$ cat src/rtl/rv_mem_pkg.sv
// Shared data-memory definitions: requester ownership tag, memory geometry and
// the byte-address range check used by the data-memory arbiter.
package rv_mem_pkg;

  typedef enum logic {
    OWN_CORE = 1'b0,
    OWN_DBG  = 1'b1
  } owner_e;

  localparam int DMEM_ADDR_W = 10;
  localparam int DMEM_DEPTH  = 1 << DMEM_ADDR_W;

  // A byte address is in range when every bit above the word index is zero.
  function automatic logic addr_in_range(input logic [31:0] addr, input int addr_w);
    return (addr >> (addr_w + 2)) == 32'd0;
  endfunction

endpackage

$ cat src/rtl/dmem_port_arbiter_if.sv
// Bus bundle between the two requesters (core LSU, debug/loader), the data
// memory and the arbiter; slave is the arbiter's view, master the environment's.
interface dmem_port_arbiter_if #(
  parameter int ADDR_W = 10,
  parameter int DATA_W = 32
);
  logic              core_req;
  logic              core_we;
  logic [31:0]       core_addr;
  logic [DATA_W-1:0] core_wdata;
  logic              core_gnt;
  logic              core_rvalid;
  logic [DATA_W-1:0] core_rdata;
  logic              core_err;

  logic              dbg_req;
  logic              dbg_we;
  logic [31:0]       dbg_addr;
  logic [DATA_W-1:0] dbg_wdata;
  logic              dbg_lock;
  logic              dbg_gnt;
  logic              dbg_rvalid;
  logic [DATA_W-1:0] dbg_rdata;
  logic              dbg_err;

  logic              mem_en;
  logic              mem_we;
  logic [ADDR_W-1:0] mem_addr;
  logic [DATA_W-1:0] mem_wdata;
  logic [DATA_W-1:0] mem_rdata;

  modport slave (
    input  core_req, core_we, core_addr, core_wdata,
    output core_gnt, core_rvalid, core_rdata, core_err,
    input  dbg_req, dbg_we, dbg_addr, dbg_wdata, dbg_lock,
    output dbg_gnt, dbg_rvalid, dbg_rdata, dbg_err,
    output mem_en, mem_we, mem_addr, mem_wdata,
    input  mem_rdata
  );

  modport master (
    output core_req, core_we, core_addr, core_wdata,
    input  core_gnt, core_rvalid, core_rdata, core_err,
    output dbg_req, dbg_we, dbg_addr, dbg_wdata, dbg_lock,
    input  dbg_gnt, dbg_rvalid, dbg_rdata, dbg_err,
    input  mem_en, mem_we, mem_addr, mem_wdata,
    output mem_rdata
  );
endinterface

$ cat src/rtl/arb_wait_counter.sv
// Saturating wait counter: counts cycles a requester is refused, clears when it
// is served, and flags saturation so the arbiter can force it through.
module arb_wait_counter #(
  parameter int MAX_WAIT = 8
) (
  input  logic clk,
  input  logic reset,
  input  logic inc,
  input  logic clr,
  output logic sat
);
  localparam int CNT_W = $clog2(MAX_WAIT + 1);
  localparam logic [CNT_W-1:0] CNT_MAX = CNT_W'(MAX_WAIT);

  logic [CNT_W-1:0] cnt_q, cnt_d;

  always_comb begin
    cnt_d = cnt_q;
    if (clr) begin
      cnt_d = '0;
    end else if (inc && (cnt_q != CNT_MAX)) begin
      cnt_d = cnt_q + 1'b1;
    end
  end

  always_ff @(posedge clk or negedge reset) begin
    if (!reset) begin
      cnt_q <= '0;
    end else begin
      cnt_q <= cnt_d;
    end
  end

  assign sat = (cnt_q == CNT_MAX);
endmodule

$ cat src/rtl/dmem_port_arbiter.sv
// Shares the single-port data memory between the core LSU and the debug port.
// Define DMEM_ARB_ROUND_ROBIN_EN for round-robin conflicts instead of core priority.
module dmem_port_arbiter
  import rv_mem_pkg::*;
#(
  parameter int ADDR_W   = DMEM_ADDR_W,
  parameter int DATA_W   = 32,
  parameter int MAX_WAIT = 8
) (
  input logic                clk,
  input logic                reset,
  dmem_port_arbiter_if.slave bus
);
  logic              core_gnt, dbg_gnt, any_gnt, dbg_pick;
  owner_e            win;
  logic              sel_we;
  logic [31:0]       sel_addr;
  logic [DATA_W-1:0] sel_wdata;
  logic              in_rng;

  logic              rsp_vld_q, rsp_vld_d;
  logic              rsp_rd_q, rsp_rd_d;
  logic              rsp_err_q, rsp_err_d;
  owner_e            rsp_own_q, rsp_own_d;
  logic [DATA_W-1:0] rsp_data;

`ifdef DMEM_ARB_ROUND_ROBIN_EN
  owner_e last_q, last_d;

  always_comb begin
    last_d = last_q;
    if (any_gnt) begin
      last_d = win;
    end
  end

  always_ff @(posedge clk or negedge reset) begin
    if (!reset) begin
      last_q <= OWN_CORE;
    end else begin
      last_q <= last_d;
    end
  end

  assign dbg_pick = (last_q == OWN_CORE);
`else
  logic wait_sat;

  arb_wait_counter #(.MAX_WAIT(MAX_WAIT)) u_wait_cnt (
    .clk  (clk),
    .reset(reset),
    .inc  (bus.dbg_req && !dbg_gnt),
    .clr  (dbg_gnt),
    .sat  (wait_sat)
  );

  assign dbg_pick = wait_sat;
`endif

  // Lock or an uncontested debug request always wins; dbg_pick settles conflicts.
  always_comb begin
    core_gnt = 1'b0;
    dbg_gnt  = 1'b0;
    if (reset) begin
      if (bus.dbg_req && (bus.dbg_lock || !bus.core_req || dbg_pick)) begin
        dbg_gnt = 1'b1;
      end else if (bus.core_req) begin
        core_gnt = 1'b1;
      end
    end
  end

  assign any_gnt = core_gnt || dbg_gnt;
  assign win     = dbg_gnt ? OWN_DBG : OWN_CORE;

  always_comb begin
    sel_we    = bus.core_we;
    sel_addr  = bus.core_addr;
    sel_wdata = bus.core_wdata;
    if (win == OWN_DBG) begin
      sel_we    = bus.dbg_we;
      sel_addr  = bus.dbg_addr;
      sel_wdata = bus.dbg_wdata;
    end
    in_rng = addr_in_range(sel_addr, ADDR_W);
  end

  assign bus.core_gnt  = core_gnt;
  assign bus.dbg_gnt   = dbg_gnt;
  assign bus.mem_en    = any_gnt && in_rng;
  assign bus.mem_we    = any_gnt && in_rng && sel_we;
  assign bus.mem_addr  = any_gnt ? sel_addr[ADDR_W+1:2] : '0;
  assign bus.mem_wdata = any_gnt ? sel_wdata : '0;

  // Response tag captured with the grant, consumed one cycle later.
  always_comb begin
    rsp_vld_d = any_gnt;
    rsp_own_d = win;
    rsp_rd_d  = any_gnt && in_rng && !sel_we;
    rsp_err_d = any_gnt && !in_rng;
  end

  always_ff @(posedge clk or negedge reset) begin
    if (!reset) begin
      rsp_vld_q <= 1'b0;
      rsp_own_q <= OWN_CORE;
      rsp_rd_q  <= 1'b0;
      rsp_err_q <= 1'b0;
    end else begin
      rsp_vld_q <= rsp_vld_d;
      rsp_own_q <= rsp_own_d;
      rsp_rd_q  <= rsp_rd_d;
      rsp_err_q <= rsp_err_d;
    end
  end

  always_comb begin
    rsp_data        = rsp_rd_q ? bus.mem_rdata : '0;
    bus.core_rvalid = rsp_vld_q && (rsp_own_q == OWN_CORE);
    bus.dbg_rvalid  = rsp_vld_q && (rsp_own_q == OWN_DBG);
    bus.core_rdata  = bus.core_rvalid ? rsp_data : '0;
    bus.dbg_rdata   = bus.dbg_rvalid ? rsp_data : '0;
    bus.core_err    = bus.core_rvalid && rsp_err_q;
    bus.dbg_err     = bus.dbg_rvalid && rsp_err_q;
  end
endmodule

$ cat src/flat_wrapper.sv
// flat-port wrapper written by rule: the top's interface ports become plain ports
module dmem_port_arbiter_flat import rv_mem_pkg::*;
#(
  parameter int ADDR_W   = DMEM_ADDR_W,
  parameter int DATA_W   = 32,
  parameter int MAX_WAIT = 8
)
  (clk, reset, bus_core_req, bus_core_we, bus_core_addr, bus_core_wdata, bus_core_gnt, bus_core_rvalid, bus_core_rdata, bus_core_err, bus_dbg_req, bus_dbg_we, bus_dbg_addr, bus_dbg_wdata, bus_dbg_lock, bus_dbg_gnt, bus_dbg_rvalid, bus_dbg_rdata, bus_dbg_err, bus_mem_en, bus_mem_we, bus_mem_addr, bus_mem_wdata, bus_mem_rdata);
  dmem_port_arbiter_if #(.ADDR_W(ADDR_W), .DATA_W(DATA_W)) bus_i ();
  input logic clk;
  input logic reset;
  input wire logic [$bits(bus_i.core_req)-1:0] bus_core_req;
  input wire logic [$bits(bus_i.core_we)-1:0] bus_core_we;
  input wire logic [$bits(bus_i.core_addr)-1:0] bus_core_addr;
  input wire logic [$bits(bus_i.core_wdata)-1:0] bus_core_wdata;
  output wire logic [$bits(bus_i.core_gnt)-1:0] bus_core_gnt;
  output wire logic [$bits(bus_i.core_rvalid)-1:0] bus_core_rvalid;
  output wire logic [$bits(bus_i.core_rdata)-1:0] bus_core_rdata;
  output wire logic [$bits(bus_i.core_err)-1:0] bus_core_err;
  input wire logic [$bits(bus_i.dbg_req)-1:0] bus_dbg_req;
  input wire logic [$bits(bus_i.dbg_we)-1:0] bus_dbg_we;
  input wire logic [$bits(bus_i.dbg_addr)-1:0] bus_dbg_addr;
  input wire logic [$bits(bus_i.dbg_wdata)-1:0] bus_dbg_wdata;
  input wire logic [$bits(bus_i.dbg_lock)-1:0] bus_dbg_lock;
  output wire logic [$bits(bus_i.dbg_gnt)-1:0] bus_dbg_gnt;
  output wire logic [$bits(bus_i.dbg_rvalid)-1:0] bus_dbg_rvalid;
  output wire logic [$bits(bus_i.dbg_rdata)-1:0] bus_dbg_rdata;
  output wire logic [$bits(bus_i.dbg_err)-1:0] bus_dbg_err;
  output wire logic [$bits(bus_i.mem_en)-1:0] bus_mem_en;
  output wire logic [$bits(bus_i.mem_we)-1:0] bus_mem_we;
  output wire logic [$bits(bus_i.mem_addr)-1:0] bus_mem_addr;
  output wire logic [$bits(bus_i.mem_wdata)-1:0] bus_mem_wdata;
  input wire logic [$bits(bus_i.mem_rdata)-1:0] bus_mem_rdata;
  assign bus_i.core_req = bus_core_req;
  assign bus_i.core_we = bus_core_we;
  assign bus_i.core_addr = bus_core_addr;
  assign bus_i.core_wdata = bus_core_wdata;
  assign bus_core_gnt = bus_i.core_gnt;
  assign bus_core_rvalid = bus_i.core_rvalid;
  assign bus_core_rdata = bus_i.core_rdata;
  assign bus_core_err = bus_i.core_err;
  assign bus_i.dbg_req = bus_dbg_req;
  assign bus_i.dbg_we = bus_dbg_we;
  assign bus_i.dbg_addr = bus_dbg_addr;
  assign bus_i.dbg_wdata = bus_dbg_wdata;
  assign bus_i.dbg_lock = bus_dbg_lock;
  assign bus_dbg_gnt = bus_i.dbg_gnt;
  assign bus_dbg_rvalid = bus_i.dbg_rvalid;
  assign bus_dbg_rdata = bus_i.dbg_rdata;
  assign bus_dbg_err = bus_i.dbg_err;
  assign bus_mem_en = bus_i.mem_en;
  assign bus_mem_we = bus_i.mem_we;
  assign bus_mem_addr = bus_i.mem_addr;
  assign bus_mem_wdata = bus_i.mem_wdata;
  assign bus_i.mem_rdata = bus_mem_rdata;
  dmem_port_arbiter #(.ADDR_W(ADDR_W), .DATA_W(DATA_W), .MAX_WAIT(MAX_WAIT)) u_core (.clk(clk), .reset(reset), .bus(bus_i));
endmodule
$ cat config.mk
export PLATFORM = sky130hd
export DESIGN_NAME = dmem_port_arbiter_flat
export DESIGN_NICKNAME = d
export VERILOG_FILES = /design/src/rtl/rv_mem_pkg.sv /design/src/rtl/dmem_port_arbiter_if.sv /design/src/rtl/arb_wait_counter.sv /design/src/rtl/dmem_port_arbiter.sv /design/src/flat_wrapper.sv
export SDC_FILE = /design/constraint.sdc
export NUM_CORES = 1
export LEC_CHECK = 0
export CORE_AREA = 2 2 108 110
export DETAILED_ROUTE_END_ITERATION = 16
export DIE_AREA = 0 0 110 112
export PLACE_DENSITY = 0.58
export SYNTH_ARGS = -nofsm -noshare
export SYNTH_HDL_FRONTEND = slang
export SYNTH_HIERARCHICAL = 1
export SYNTH_SLANG_ARGS = --single-unit
$ cat constraint.sdc
create_clock -name clk -period 2.1 [get_ports clk]
set_clock_uncertainty 0.1 [all_clocks]
set_input_delay 0.21 -clock clk [delete_from_list [all_inputs] [get_ports clk]]
set_output_delay 0.21 -clock clk [all_outputs]
set_load 0.05 [all_outputs]
Fig. 1: metal 1
Drawn at 4 px/um.
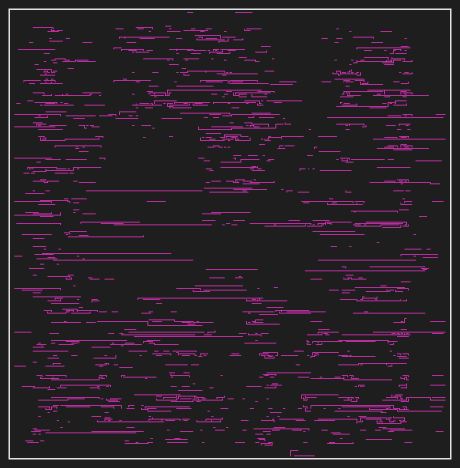
wire length on this layer: 3,520 um
main direction: horizontal
longest straight run: 35.0 um
nets with wire on the layer: 609
share of all routed wire: 31%

Fig. 2: track usage over the die
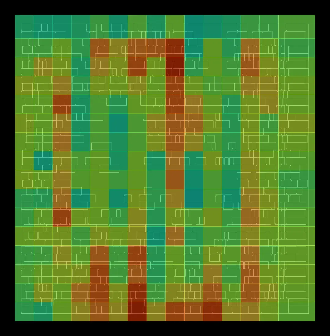
post-layout util: 0.601
met3 Use GR: 0.0638
routed wire length per instance: 14.9 um
grt met1 use: 0.159
M2 GR Usage: 0.357

Fig. 3: drive-strength map
Drawn at 3 px/um.
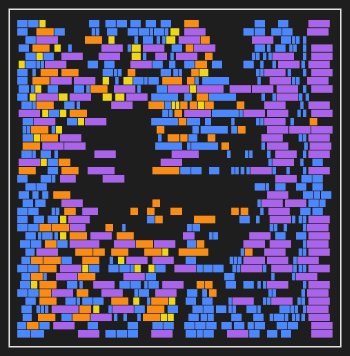
legend:
  _6 and larger:
    color: purple
    cells: 130
    share: 21%
  _3 and _4 cells:
    color: orange
    cells: 85
    share: 14%
  _2 cells:
    color: yellow
    cells: 40
    share: 6.6%
  _0 and _1 cells:
    color: blue
    cells: 354
    share: 58%

==> flow_summary_export.csv <==
group,metric,value,unit
status,outcome,"finished, violations left",
status,violations,"setup timing",
setup_path,cp.required,1790,ps
clocking,htree_levels,1,
clocking,insertion_delay,230,ps
pwr,leakagePower,0.00257,uW
sta,fmax,0.416,GHz
floorplanning,die.size.y,112,um
sta,rsz0062_at_grt,"yes",
yosys,edf_count,0,
routing,drcViolationCount,0,
pwr,max-vdd-ir-drop,0.235,mV
yosys,ff_type,"dfrtp_1",
setup_path,r2r_end,"u_core/u_wait_cnt/cnt_q[2]",
sta,setup_viol,49,
routing,ant_nets,0,
global_routing,grt_start_max_net_pins,35,
clocking,clk_path_buf_depth,2,
setup_path,crit_slowest_cell,"or4_4",
sta,fin_ws,-302,ps
yosys,topCellsByArea,"nand2_1 30%, nor2_1 17%, o21ai_0 14%",
Fig. 4: placed cells, one color a class
Drawn at 3 px/um.
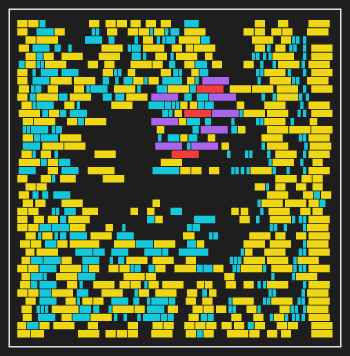
legend:
  clock drivers:
    color: red
    cells: 3
    share_of_their_area: 1.1%
  flops:
    color: purple
    cells: 8
    share_of_their_area: 3.1%
  combinational and other logic:
    color: cyan
    cells: 281
    share_of_their_area: 29%
  other buffers and delay cells:
    color: yellow
    cells: 317
    share_of_their_area: 67%

Fig. 5: a small window of the routed layout
Window x 15 to 40, y 72 to 97 um. Cells in gray, sequential cells in the stronger gray; small squares are vias.
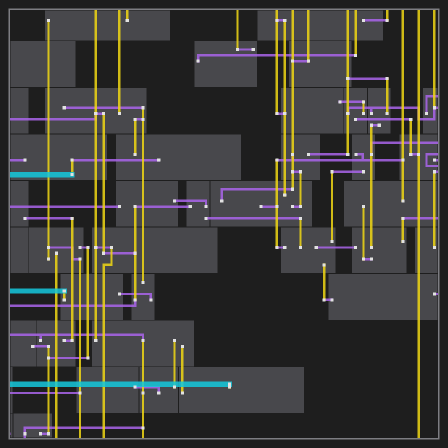
legend:
  metal 2:
    color: yellow
  metal 1:
    color: purple
  metal 3:
    color: cyan
sequential cells in the window: 0
cells with their middle in the window: 31
most frequent: buf_12 (9), clkdlybuf4s50_1 (6), nand2_1 (5)

logic make-up after synthesis:
kind of cell               after synthesis  synth area share
DFF                                      8             0.129
adders and majority gates                2            0.0161
AOI/OAI and AO/OA                       49             0.171
xor gates and xnor gates                 1           0.00565
and+or+nand+nor                        222             0.592
buffers and inverters                   29            0.0702
muxes                                    2            0.0161
where the power goes:
part	switching, uW	internal (uW)	leakage [uW]
clock network	74.0	245	0.0000370
logic	598	734	0.00243
registers	23.4	185	0.000104
repair_timing:
action	CTS	global route
gates resized	62	21
pin swaps	13	35
gates cloned	0	2
setup buffers	3	1
setup endpoints to repair	50	50
hold buffers	0	0
area by class of cell:
cell class                      instances  share of cell area
Inverter                                5             0.00279
Clock buffer                            3              0.0112
Sequential cell                         8              0.0298
Antenna cell                            1            0.000373
Tap cell                              143              0.0266
Multi-Input combinational cell        276               0.280
Timing Repair Buffer                  317               0.649
through the flow:
| stage | power (uW) | hold slack [ps] | instance area (sq um) |
|---|---|---|---|
| 6_report | 1860 | 215 | 6720 |
| 5_1_grt | 1960 | 237 | 6710 |
| 4_1_cts | 1820 | 218 | 6570 |
| 3_5_place_dp | 1430 | 453 | 6290 |
| 3_3_place_gp | 1410 | 459 | 6290 |
| 2_1_floorplan | 702 | -186 | 2000 |
how the worst max path moves through the flow:
stage                                 endpoint                        from  cells past startpoint
floorplan           u_core/u_wait_cnt/cnt_q[0]  u_core/u_wait_cnt/cnt_q[0]                     10
global placement                    bus_mem_en            bus_dbg_addr[14]                      6
detailed placement                  bus_mem_en            bus_dbg_addr[14]                      6
CTS                                 bus_mem_en  u_core/u_wait_cnt/cnt_q[0]                     10
global route                 bus_mem_wdata[26]  u_core/u_wait_cnt/cnt_q[0]                     11
finish                              bus_mem_en            bus_dbg_addr[19]                      6
Power is estimated from default activity; no workload was simulated.
